===== config.mk =====
export PLATFORM = sky130hd
export DESIGN_NAME = rr_mux8_arbiter
export DESIGN_NICKNAME = d
export VERILOG_FILES = /design/src/rtl/rr_mux8_arbiter.sv
export SDC_FILE = /design/constraint.sdc
export NUM_CORES = 1
export LEC_CHECK = 0
export CORE_MARGIN = 4
export CORE_UTILIZATION = 25
export DETAILED_ROUTE_END_ITERATION = 10
export PLACE_DENSITY = 0.44
export SYNTH_ARGS = -nofsm -noshare
export SYNTH_HDL_FRONTEND = slang
export SYNTH_SLANG_ARGS = --single-unit

===== constraint.sdc =====
create_clock -name clk -period 4.1 [get_ports clk]
set_clock_uncertainty 0.05 [all_clocks]
set_input_delay 0.615 -clock clk [delete_from_list [all_inputs] [get_ports clk]]
set_output_delay 0.615 -clock clk [all_outputs]
set_load 0.02 [all_outputs]

===== src/rtl/rr_mux8_arbiter.sv =====
// rr_mux8_arbiter
//    Round-robin arbiter in front of the select input of an 8:1 mux.
//    Eight requesters share a single downstream consumer. A tenure
//    lasts until its owner drops its request or has had MAX_HOLD
//    accepted beats. Priority then rotates to the requester after
//    the owner. The next owner is loaded on the same edge, so there
//    is no gap cycle between tenures.
//
// Ports
//    clk    rising-edge clock
//    rst    synchronous reset, active high
//    req    request vector; req[i] is high while mux input i holds data
//    ready  downstream accepts the mux output this cycle
//    grant  one-hot grant (registered), all-zero when idle
//    sel    mux select (registered), index of the granted requester
//    valid  combinational: tenure active and owner still requesting
//    busy   tenure active (registered)
//
// state | meaning
// IDLE  | no owner; arbitrate from ptr whenever any request is seen
// GRANT | sel owns the mux; count beats until drop or quota

module rr_mux8_arbiter #(
   parameter int unsigned MAX_HOLD = 4
) (
   input  logic       clk,
   input  logic       rst,
   input  logic [7:0] req,
   input  logic       ready,
   output logic [7:0] grant,
   output logic [2:0] sel,
   output logic       valid,
   output logic       busy
);

   typedef enum logic {IDLE, GRANT} state_e;

   localparam logic [3:0] LAST_BEAT = 4'(MAX_HOLD - 1);

   state_e     state_q;
   logic [7:0] grant_q;
   logic [2:0] sel_q;
   logic [2:0] ptr_q;
   logic [2:0] ptr_d;
   logic       busy_q;
   logic [3:0] cnt_q;

   logic       beat;
   logic       tenure_end;
   logic [2:0] arb_ptr;
   logic [3:0] win;
   logic       win_vld;
   logic [2:0] win_idx;

   // Returns {found, index} of the first set bit of r at or after p (mod 8).
   // Scanning from the far end lets the nearest hit overwrite the others.
   function automatic logic [3:0] arb(input logic [7:0] r, input logic [2:0] p);
      logic [3:0] res;
      logic [2:0] idx;
      res = '0;
      for (int k = 7; k >= 0; k--) begin
         idx = p + 3'(k);
         if (r[idx]) res = {1'b1, idx};
      end
      return res;
   endfunction

   assign valid      = busy_q & req[sel_q];
   assign beat       = valid & ready;
   assign tenure_end = !req[sel_q] || (beat && (cnt_q == LAST_BEAT));
   assign ptr_d      = sel_q + 3'd1;

   // At tenure end the new priority pointer is used on the same edge.
   assign arb_ptr = (state_q == GRANT) ? ptr_d : ptr_q;
   assign win     = arb(req, arb_ptr);
   assign win_vld = win[3];
   assign win_idx = win[2:0];

   always_ff @(posedge clk) begin
      if (rst) begin
         state_q <= IDLE;
         grant_q <= '0;
         sel_q   <= '0;
         ptr_q   <= '0;
         busy_q  <= 1'b0;
         cnt_q   <= '0;
      end else begin
         case (state_q)
            IDLE: begin
               if (win_vld) begin
                  state_q <= GRANT;
                  grant_q <= 8'(1) << win_idx;
                  sel_q   <= win_idx;
                  busy_q  <= 1'b1;
                  cnt_q   <= '0;
               end
            end
            GRANT: begin
               if (tenure_end) begin
                  ptr_q <= ptr_d;
                  cnt_q <= '0;
                  if (win_vld) begin
                     grant_q <= 8'(1) << win_idx;
                     sel_q   <= win_idx;
                  end else begin
                     state_q <= IDLE;
                     grant_q <= '0;
                     busy_q  <= 1'b0;
                  end
               end else if (beat) begin
                  cnt_q <= cnt_q + 4'd1;
               end
            end
            default: begin
               state_q <= IDLE;
               grant_q <= '0;
               busy_q  <= 1'b0;
            end
         endcase
      end
   end

   assign grant = grant_q;
   assign sel   = sel_q;
   assign busy  = busy_q;

endmodule


### Wire density map, run 1

The bar under the picture is 20 um long. 20 x 20 tiles, from dark purple (low) to yellow (high), scaled to the fullest tile. Values are wire area over tile area, all layers added.
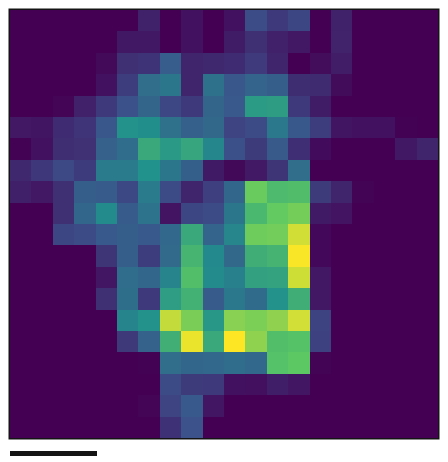
nearly empty tiles = 47%
mean over tiles = 0.091
tiles over half the peak = 12%
fullest tile = 0.54
densest ninth of the die = center

### Drive-strength map, run 1

The bar under the picture is 20 um long.
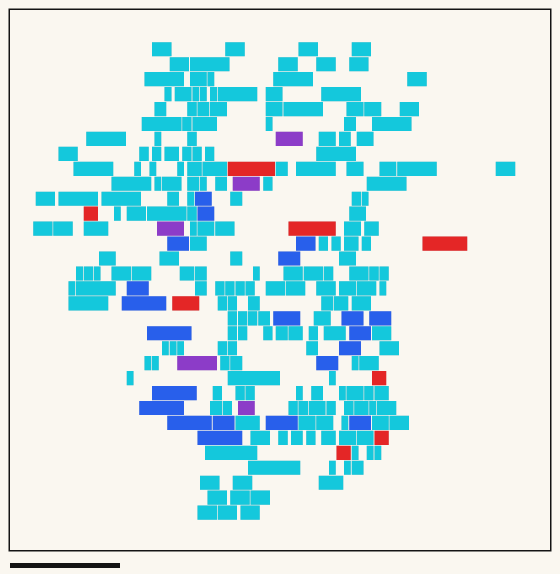
drive 1 or less -> cyan  # cells 213
drive 3 to 4 -> red  # cells 8
drive 2 -> blue  # cells 21
drive 6 and up -> purple  # cells 5
area delta synth->final: 18.24%
setup ws final: 0.2928 ns
Final Instance Area: 0.002409 mm^2
nonclk buf count: 27

==> Changelog: implementation, run 1 <==
### Physical design

- Status: finished, final reports clean
- Number of setup violations in the final report: 0
- WHS: around 0.44 ns
- Die Ht: 98.27 um
- Critical path class: reg2reg
- Post-synth EDFFs: 0
- Total GRT Usage: 11.89%
- Min-delay src: grant[1]
- Tally of OpenROAD warnings: 27
- Yosys reg bits: 20
- Async set or reset register ratio after synthesis: 0%
- Post_cts resized: 0
- Clock network fraction of design power: 7.4%
- Comb power frac: around three quarters
- Detailed Route Iter0 Violations: 108
- Post-CTS Hold Buffers: 0
- Cells in synth_stat.txt: 226
- R2R depth: 12
- Internal: 0.8752 mW
- Rel. slew slack: a little under half
- Cell accounting for the most synthesized area: dfxtp_1
- Arr. time, crit path: 3.90 ns
- CTS root buffer: clkbuf_8
- Worst R2R Start: sel[1]
- Net Count, Synth: 242
- Sequential share of power: 15.9%
- Switching power: approximately 0.83 mW
- Max Freq: 262.7 MHz
- IO Port Bufs: 23
- Vias: 1856
- CP startpoint: sel[1]
- DR DRC count: 0
- Finished Layout Cells: 349
### Where the registers sit, run 1

Other sequential cells in the stronger gray, the rest of the logic in the fainter gray.
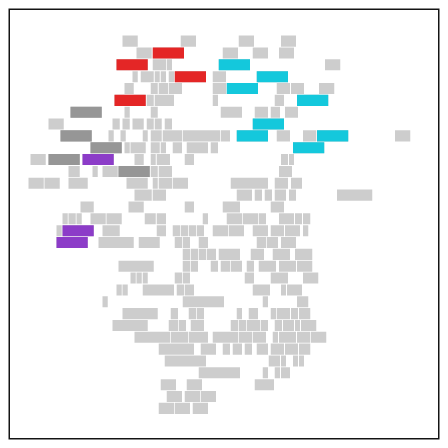
`grant` -> cyan  # flops 8, where top center
`cnt_q` -> red  # flops 4
`ptr_q` -> purple  # flops 3
not colored = 5
sequential cell area: 400.4 um^2
flop share of the area: 16.62%
Layout Utilization: 30.85%
P_seq: 0.272 mW

[run 1: sequential cells by signal, indices dropped and copies added (netlist names)]
signal,flops
busy,1
cnt_q,4
grant,8
ptr_q,3
sel,3
state_q,1
[run 1: power by group through the flow]
stage / sequential (mW) / clock, mW / combinational [mW]
6_report: 0.272 / 0.127 / 1.31
5_1_grt: 0.281 / 0.141 / 1.43
4_1_cts: 0.274 / 0.132 / 1.29
3_5_place_dp: 0.279 / 0 / 1.28
3_3_place_gp: 0.279 / 0 / 1.32
2_1_floorplan: 0.310 / 0 / 0.930
[run 1: metal layers]
| layer | GRT usage [%] | vias up | routed length [um] |
|---|---|---|---|
| met5 | 0 | - | 0 |
| met4 | 3.992 | 0 | 119 |
| met3 | 2.214 | 10 | 231 |
| met2 | 18.90 | 46 | 2625 |
| met1 | 16.22 | 886 | 2651 |
| li1 | - | 914 | - |
[run 1: worst max path at each step]
stage | to | slack [ns]
final | cnt_q[3] | 0.29
after global routing | grant[5] | 0.05
after CTS | grant[6] | 0.27
after detailed placement | grant[6] | 0.28
after global placement | grant[2] | 0.34
after floorplan | cnt_q[3] | 0.51
[run 1: cell type report]
cell class              count  area (um^2)  share of cell area [%]
multi-input cells         190         1548                   64.26
flip-flops and latches     20        400.4                   16.62
repair buffers             27        260.3                   10.81
well taps                 102        127.6                   5.299
clock buffers               3        41.29                   1.714
inverters                   7        31.28                   1.299
[run 1: cell usage in the layout (no fill, tap or decap), types with 5 or more instances in the layout]
cell and count:
clkdlybuf4s50_1 23, ha_1 5, o21ai_0 14, mux2_2 9
inv_1 6, nor2_1 12, and2_1 10, dfxtp_1 20
a21oi_1 13, nand2_1 20, mux4_2 6, nor3_1 5
nand3_1 13, a22o_1 8, mux2i_1 17
[run 1: through the flow]
stage                     cell area, um^2  util [%]
after global routing                 2409     30.85
after floorplan                      2037         -
after CTS                            2405     30.80
after detailed placement             2364     30.27
final                                2409     30.85
after global placement               2364     30.27
[run 1: worst max-delay path, delay by kind of cell (launching register included)]
| kind | cells | cell delay [ns] |
|---|---|---|
| mux | 3 | 1.02 |
| fa+ha+maj | 3 | 0.85 |
| simple gates | 4 | 0.76 |
| xor+xnor | 2 | 0.58 |
| flops | 1 | 0.43 |
[run 1: cell families (layout without fill, tap and decap cells)]
family / Yosys count / in the layout / synth area share [%]
mux: 37 / 37 / 25.43
simple gates: 78 / 78 / 22.11
flops: 20 / 20 / 19.66
xor+xnor: 9 / 9 / 4.238
buf+inv: 16 / 37 / 4.545
compound gates: 61 / 61 / 20.95
fa+ha+maj: 5 / 5 / 3.071
### Placed standard cells, run 1

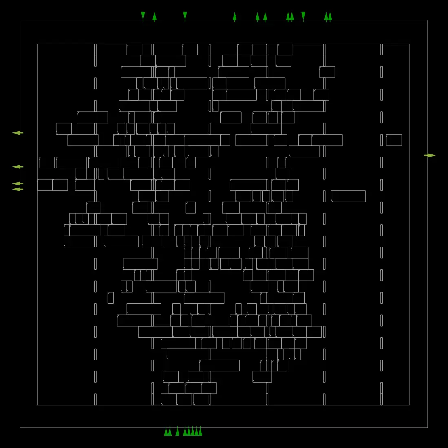

--- run 2 (diff from run 1) ---
PLACE_DENSITY = 0.54   (was 0.44)
### Placed standard cells, run 2

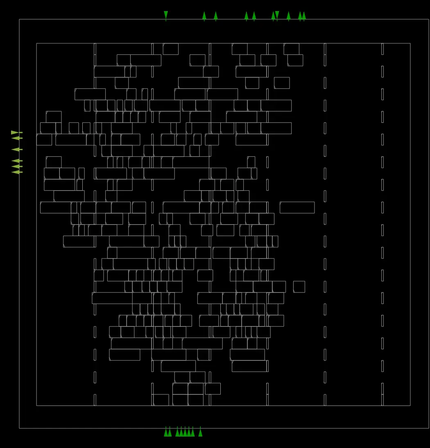
flop share of the area: 16.45%
tap cells: 102
std cell rows: 32
Finished Layout Cells: 352

==> Changelog: implementation, run 2 <==
### Physical design

- Vias: 1903
- Die Ht: 98.27 um
- Sequential share of power: ~16%
- Crit path to: grant[4]
- Worst R2R Start: sel[1]
- Post-CTS Hold Buffers: 0
- Critical path class: reg2reg
- IO Port Bufs: 23
- Max Freq: 263.4 MHz
- DR DRC count: 0
- Arr. time, crit path: 3.90 ns
- Top non-seq family: multiplexers
- Cells in synth_stat.txt: 226
- Xor-xnor portion of the synthesized cell area: between 4 and 5%
- Adder-cell share of the synthesized area: 3.071%
- Comb power frac: approximately three quarters
- Internal: just under 0.9 mW
- Post_cts resized: 0
- Multiplexer share: 25.43%
- Clock network fraction of design power: 8.6%
- Total GRT Usage: 11.63%
- Aoi share: 20.95%
- Net Count, Synth: ~240
- Switching power: 0.8283 mW
- Status: finished, final reports clean
- Max FFs per register: 8
- Number of setup violations in the final report: 0
[run 2: layout make-up]
cell class	instances	area, um^2	area share (%)
multi-input cells	190	1544	63.44
flip-flops and latches	20	400.4	16.45
repair buffers	29	275.3	11.31
well taps	102	127.6	5.244
clock buffers	4	55.05	2.262
inverters	7	31.28	1.285
[run 2: power groups by stage]
stage / clock (mW) / sequential, mW / combinational (mW)
finish: 0.148 / 0.272 / 1.30
global route: 0.160 / 0.278 / 1.42
CTS: 0.154 / 0.273 / 1.29
detailed placement: 0 / 0.278 / 1.29
global placement: 0 / 0.277 / 1.30
floorplan: 0 / 0.310 / 0.930
[run 2: critical path, delay by kind of cell, from the launching register on]
kind	cells	cell delay, ns
compound gates	3	0.93
xor+xnor	1	0.58
fa+ha+maj	2	0.57
buf+inv	1	0.11
flops	1	0.36
mux	3	0.97
simple gates	1	0.14
[run 2: layer usage]
| layer | global-route usage, % | vias up | share of wire, % |
|---|---|---|---|
| li1 | - | 916 | - |
| met4 | 3.361 | 0 | 1.3 |
| met2 | 18.74 | 73 | 48 |
| met3 | 1.643 | 6 | 5.8 |
| met5 | 0 | - | 0 |
| met1 | 16.18 | 908 | 45 |
[run 2: metrics by stage]
stage / setup WS, ns / util, % / std cells / hold slack (ns)
finish: 0.3034 / 31.17 / 352 / 0.4334
floorplan: 0.5134 / - / 226 / 0.4303
CTS: 0.3628 / 31.17 / 352 / 0.4417
detailed placement: 0.3888 / 30.46 / 348 / 0.4230
global route: 0.1169 / 31.17 / 352 / 0.4657
global placement: 0.3856 / 30.46 / 348 / 0.4247
[run 2: cell families after synthesis]
logic type               after synthesis
AND-OR/OR-AND                         61
XOR/XNOR                               9
adder cells (fa/ha/maj)                5
buffers and inverters                 16
flip-flops                            20
multiplexers                          37
AND/OR/NAND/NOR                       78
[run 2: worst min path at each step]
stage	startpoint	to	slack, ns	cells past startpoint
detailed placement	grant[5]	grant[5]	0.42	1
floorplan	cnt_q[3]	cnt_q[3]	0.43	2
global placement	grant[7]	grant[7]	0.42	1
CTS	grant[5]	grant[5]	0.44	1
finish	grant[5]	grant[5]	0.43	1
global route	grant[2]	grant[2]	0.47	1
Power figures rest on the tool's default switching activity, not on a simulated workload.
